File: src/rtl/conv_pkg.sv
// Shared defaults and width/latency helpers for the convolution window pipe.
package conv_pkg;

    localparam int CONV_K      = 3;
    localparam int CONV_PIX_W  = 9;
    localparam int CONV_COEF_W = 8;
    localparam int CONV_OUT_W  = 16;

    // Exact accumulator width: one product plus log2(terms) growth bits.
    function automatic int acc_w(input int pix_w, input int coef_w, input int k);
        return pix_w + coef_w + $clog2(k * k);
    endfunction

    function automatic int conv_latency(input int k);
        return $clog2(k * k) + 2;
    endfunction

    function automatic int centre_idx(input int k);
        return (k % 2 == 1) ? (k * k - 1) / 2 : 0;
    endfunction

endpackage

File: src/rtl/conv_adder_tree.sv
// Registered pairwise adder tree: N signed terms reduced to one exact sum.
// Latency: $clog2(N) cycles; an odd leftover term is passed through registered.
// Backpressure: every level (data and valid) holds while stall is high.
module conv_adder_tree
    import conv_pkg::*;
#(
    parameter int N  = 9,
    parameter int W  = 17,
    parameter int OW = W + $clog2(N)
) (
    input  logic                 clk,
    input  logic                 rst,
    input  logic                 stall,
    input  logic                 in_vld,
    input  logic [N*W-1:0]       terms,
    output logic signed [OW-1:0] sum,
    output logic                 sum_vld,
    output logic                 busy
);
    localparam int A = $clog2(N);

    logic [A:1] vld;

    for (genvar l = 0; l <= A; l++) begin : g_lvl
        localparam int CNT = (N + (1 << l) - 1) >> l;
        logic [CNT*OW-1:0] q;
        if (l == 0) begin : g_in
            for (genvar j = 0; j < N; j++) begin : g_ext
                assign q[j*OW +: OW] = OW'($signed(terms[j*W +: W]));
            end
        end else begin : g_add
            localparam int PCNT = (N + (1 << (l - 1)) - 1) >> (l - 1);
            logic [CNT*OW-1:0] d;
            for (genvar j = 0; j < CNT; j++) begin : g_pair
                if (2 * j + 1 < PCNT) begin : g_sum
                    assign d[j*OW +: OW] = g_lvl[l-1].q[2*j*OW +: OW]
                                         + g_lvl[l-1].q[(2*j+1)*OW +: OW];
                end else begin : g_pass
                    assign d[j*OW +: OW] = g_lvl[l-1].q[2*j*OW +: OW];
                end
            end
            always_ff @(posedge clk or posedge rst) begin
                if (rst) begin
                    q <= '0;
                end else if (!stall) begin
                    q <= d;
                end
            end
        end
    end

    always_ff @(posedge clk or posedge rst) begin
        if (rst) begin
            vld <= '0;
        end else if (!stall) begin
            vld <= {vld[A-1:1], in_vld};
        end
    end

    assign sum     = g_lvl[A].q;
    assign sum_vld = vld[A];
    assign busy    = |vld;

endmodule

File: src/rtl/conv_window_pipe.sv
// K x K signed window convolution with double-buffered coefficients; CONV_SAT_EN saturates, else wraps.
// Latency: $clog2(K*K)+2 cycles (multiply, adder tree, round/narrow), one beat per cycle.
// Backpressure: the whole pipe holds on out_valid & ~out_ready; in_ready is its inverse.
module conv_window_pipe
    import conv_pkg::*;
#(
    parameter int K      = CONV_K,
    parameter int PIX_W  = CONV_PIX_W,
    parameter int COEF_W = CONV_COEF_W,
    parameter int OUT_W  = CONV_OUT_W,
    parameter int SHIFT  = 0
) (
    input  logic                     clk,
    input  logic                     rst,
    input  logic                     in_valid,
    output logic                     in_ready,
    input  logic [K*K*PIX_W-1:0]     in_win,
    input  logic                     coef_we,
    input  logic [$clog2(K*K)-1:0]   coef_addr,
    input  logic [COEF_W-1:0]        coef_data,
    input  logic                     coef_commit,
    output logic                     out_valid,
    input  logic                     out_ready,
    output logic [OUT_W-1:0]         out_pix,
    output logic                     busy
);
    localparam int NT     = K * K;
    localparam int PROD_W = PIX_W + COEF_W;
    localparam int ACC_W  = acc_w(PIX_W, COEF_W, K);
    localparam int CTR    = centre_idx(K);

    logic                     stall;
    logic signed [COEF_W-1:0] shadow [NT];
    logic signed [COEF_W-1:0] active [NT];
    logic [NT*PROD_W-1:0]     prod_d;
    logic [NT*PROD_W-1:0]     prod_q;
    logic                     s0_vld;
    logic                     sum_vld;
    logic                     tree_busy;
    logic signed [ACC_W-1:0]  sum;
    logic signed [ACC_W-1:0]  rnd;
    logic [OUT_W-1:0]         narrow;

    assign stall    = out_valid & ~out_ready;
    assign in_ready = ~stall;
    assign busy     = s0_vld | tree_busy | out_valid;

    // Commit reads the pre-write shadow, so a same-edge write lands only in the shadow.
    always_ff @(posedge clk or posedge rst) begin
        if (rst) begin
            for (int i = 0; i < NT; i++) begin
                shadow[i] <= (i == CTR) ? COEF_W'(1) : '0;
                active[i] <= (i == CTR) ? COEF_W'(1) : '0;
            end
        end else begin
            if (coef_commit) begin
                for (int i = 0; i < NT; i++) begin
                    active[i] <= shadow[i];
                end
            end
            if (coef_we && (int'(coef_addr) < NT)) begin
                shadow[coef_addr] <= coef_data;
            end
        end
    end

    for (genvar i = 0; i < NT; i++) begin : g_mul
        assign prod_d[i*PROD_W +: PROD_W] = PROD_W'($signed(in_win[i*PIX_W +: PIX_W]))
                                          * PROD_W'(active[i]);
    end

    always_ff @(posedge clk or posedge rst) begin
        if (rst) begin
            s0_vld <= 1'b0;
            prod_q <= '0;
        end else if (!stall) begin
            s0_vld <= in_valid;
            prod_q <= prod_d;
        end
    end

    conv_adder_tree #(
        .N  (NT),
        .W  (PROD_W),
        .OW (ACC_W)
    ) u_tree (
        .clk     (clk),
        .rst     (rst),
        .stall   (stall),
        .in_vld  (s0_vld),
        .terms   (prod_q),
        .sum     (sum),
        .sum_vld (sum_vld),
        .busy    (tree_busy)
    );

    if (SHIFT > 0) begin : g_round
        localparam logic signed [ACC_W-1:0] HALF = ACC_W'(1) <<< (SHIFT - 1);
        assign rnd = (sum + HALF) >>> SHIFT;
    end else begin : g_noround
        assign rnd = sum;
    end

    if (OUT_W >= ACC_W) begin : g_wide
        assign narrow = OUT_W'(rnd);
    end else begin : g_narrow
`ifdef CONV_SAT_EN
        localparam logic signed [ACC_W-1:0] MAXV = {{(ACC_W-OUT_W+1){1'b0}}, {(OUT_W-1){1'b1}}};
        localparam logic signed [ACC_W-1:0] MINV = {{(ACC_W-OUT_W+1){1'b1}}, {(OUT_W-1){1'b0}}};
        assign narrow = (rnd > MAXV) ? MAXV[OUT_W-1:0] :
                        (rnd < MINV) ? MINV[OUT_W-1:0] : rnd[OUT_W-1:0];
`else
        logic unused_rnd_hi;
        assign unused_rnd_hi = ^rnd[ACC_W-1:OUT_W];
        assign narrow = rnd[OUT_W-1:0];
`endif
    end

    always_ff @(posedge clk or posedge rst) begin
        if (rst) begin
            out_valid <= 1'b0;
            out_pix   <= '0;
        end else if (!stall) begin
            out_valid <= sum_vld;
            out_pix   <= narrow;
        end
    end

endmodule

File: config.mk
export PLATFORM = sky130hd
export DESIGN_NAME = conv_window_pipe
export DESIGN_NICKNAME = d
export VERILOG_FILES = /design/src/rtl/conv_pkg.sv /design/src/rtl/conv_adder_tree.sv /design/src/rtl/conv_window_pipe.sv
export SDC_FILE = /design/constraint.sdc
export NUM_CORES = 2
export LEC_CHECK = 0
export CORE_UTILIZATION = 35
export CTS_CLUSTER_DIAMETER = 100
export DETAILED_ROUTE_END_ITERATION = 6
export PLACE_DENSITY = 0.51
export REMOVE_ABC_BUFFERS = 1
export SYNTH_ARGS = -nofsm -noshare
export SYNTH_HDL_FRONTEND = slang
export SYNTH_SLANG_ARGS = --single-unit
File: constraint.sdc
create_clock -name clk -period 31.9 [get_ports clk]
set_clock_uncertainty 0.15 [all_clocks]
set_input_delay 7.975 -clock clk [delete_from_list [all_inputs] [get_ports clk]]
set_output_delay 7.975 -clock clk [all_outputs]
set_load 0.005 [all_outputs]
==> images/port_nets.png <==
(1 px per µm)
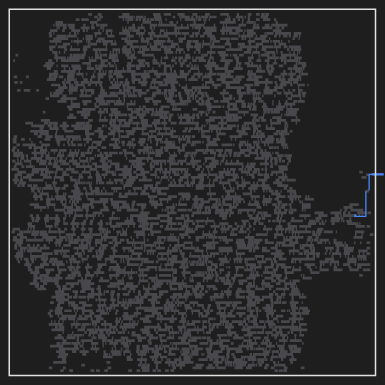
Key: blue = busy [direction output, end cells 1, buffers 1, wire 56.8 µm]
PortBufs: 117
Ports: 118

==> images/final_placement.png <==
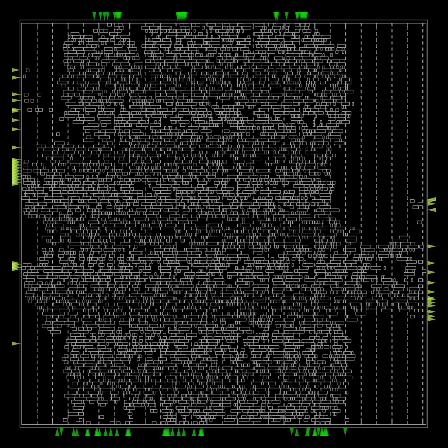
final cell count without fillers: 6757
tap cells: 1742
Fillers: 13200
row count: 132
sequential portion of the cell area: 23.8%

==> images/pins.png <==
(1 px per µm) Pins as bars across the die edge, other pins in gray.
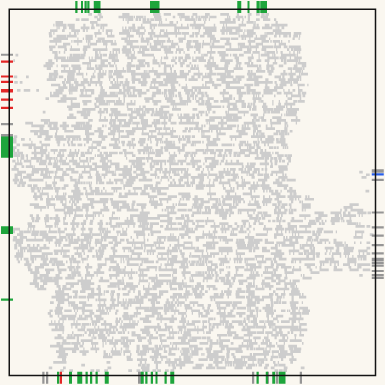
Key: blue = busy [pins 1, direction output, edge right]; green = in_win [pins 81, direction input, edge 30 bottom, 30 top, 21 left]; red = coef_data [pins 8, direction input, edge 7 left, 1 bottom]

==> impl_table.tex <==
% Synthesis and place-and-route results
\begin{tabular}{lr}
\hline
Metric & Value \\
\hline
\multicolumn{2}{l}{\textbf{Global route}} \\
Met1 routing resource usage after global routing & between 20\% and 30\% \\
Largest net degree at the start of global routing & around 100 \\
\multicolumn{2}{l}{\textbf{Min path}} \\
Hold\_sp & out\_pix[10] \\
Kind of path behind the tightest hold check & register to register \\
\multicolumn{2}{l}{\textbf{Clock tree}} \\
Total CTS buffers & roughly 60 \\
Setup repair bufs after CTS & 0 \\
Maximum buffer depth of the clock tree & 3 \\
\multicolumn{2}{l}{\textbf{Final timing}} \\
Number of setup violations in the final report & 0 \\
WHS & between 0.3 and 0.4 ns \\
\multicolumn{2}{l}{\textbf{Finish}} \\
Commonest non-fill, non-tap cells in the layout & 761 x sky130\_fd\_sc\_hd\_\_inv\_1, 716 x sky130\_fd\_sc\_hd\_\_nand2\_1, 530 x sky130\_fd\_sc\_hd\_\_fa\_1 \\
Non-clk invs & between 700 and 800 \\
\multicolumn{2}{l}{\textbf{Synthesis}} \\
Number of synthesized flops with an enable pin & 0 \\
Adder share & 33.4\% \\
\multicolumn{2}{l}{\textbf{Worst setup path}} \\
Reg2reg end & prod\_q[66] \\
Critical path, cell by cell & clkdlybuf4s50\_1, nor2b\_4, inv\_8, clkdlybuf4s50\_1 \\
\multicolumn{2}{l}{\textbf{Drt}} \\
Via count & about 32000 \\
DRT Pass-1 Iters & 5 \\
DRC marker count from the first detailed-route iteration & roughly 1600 \\
\multicolumn{2}{l}{\textbf{Run}} \\
Count of max-cap constraint violations & 0 \\
\multicolumn{2}{l}{\textbf{Run status}} \\
Result of the run & finished, final reports clean \\
\hline
\end{tabular}
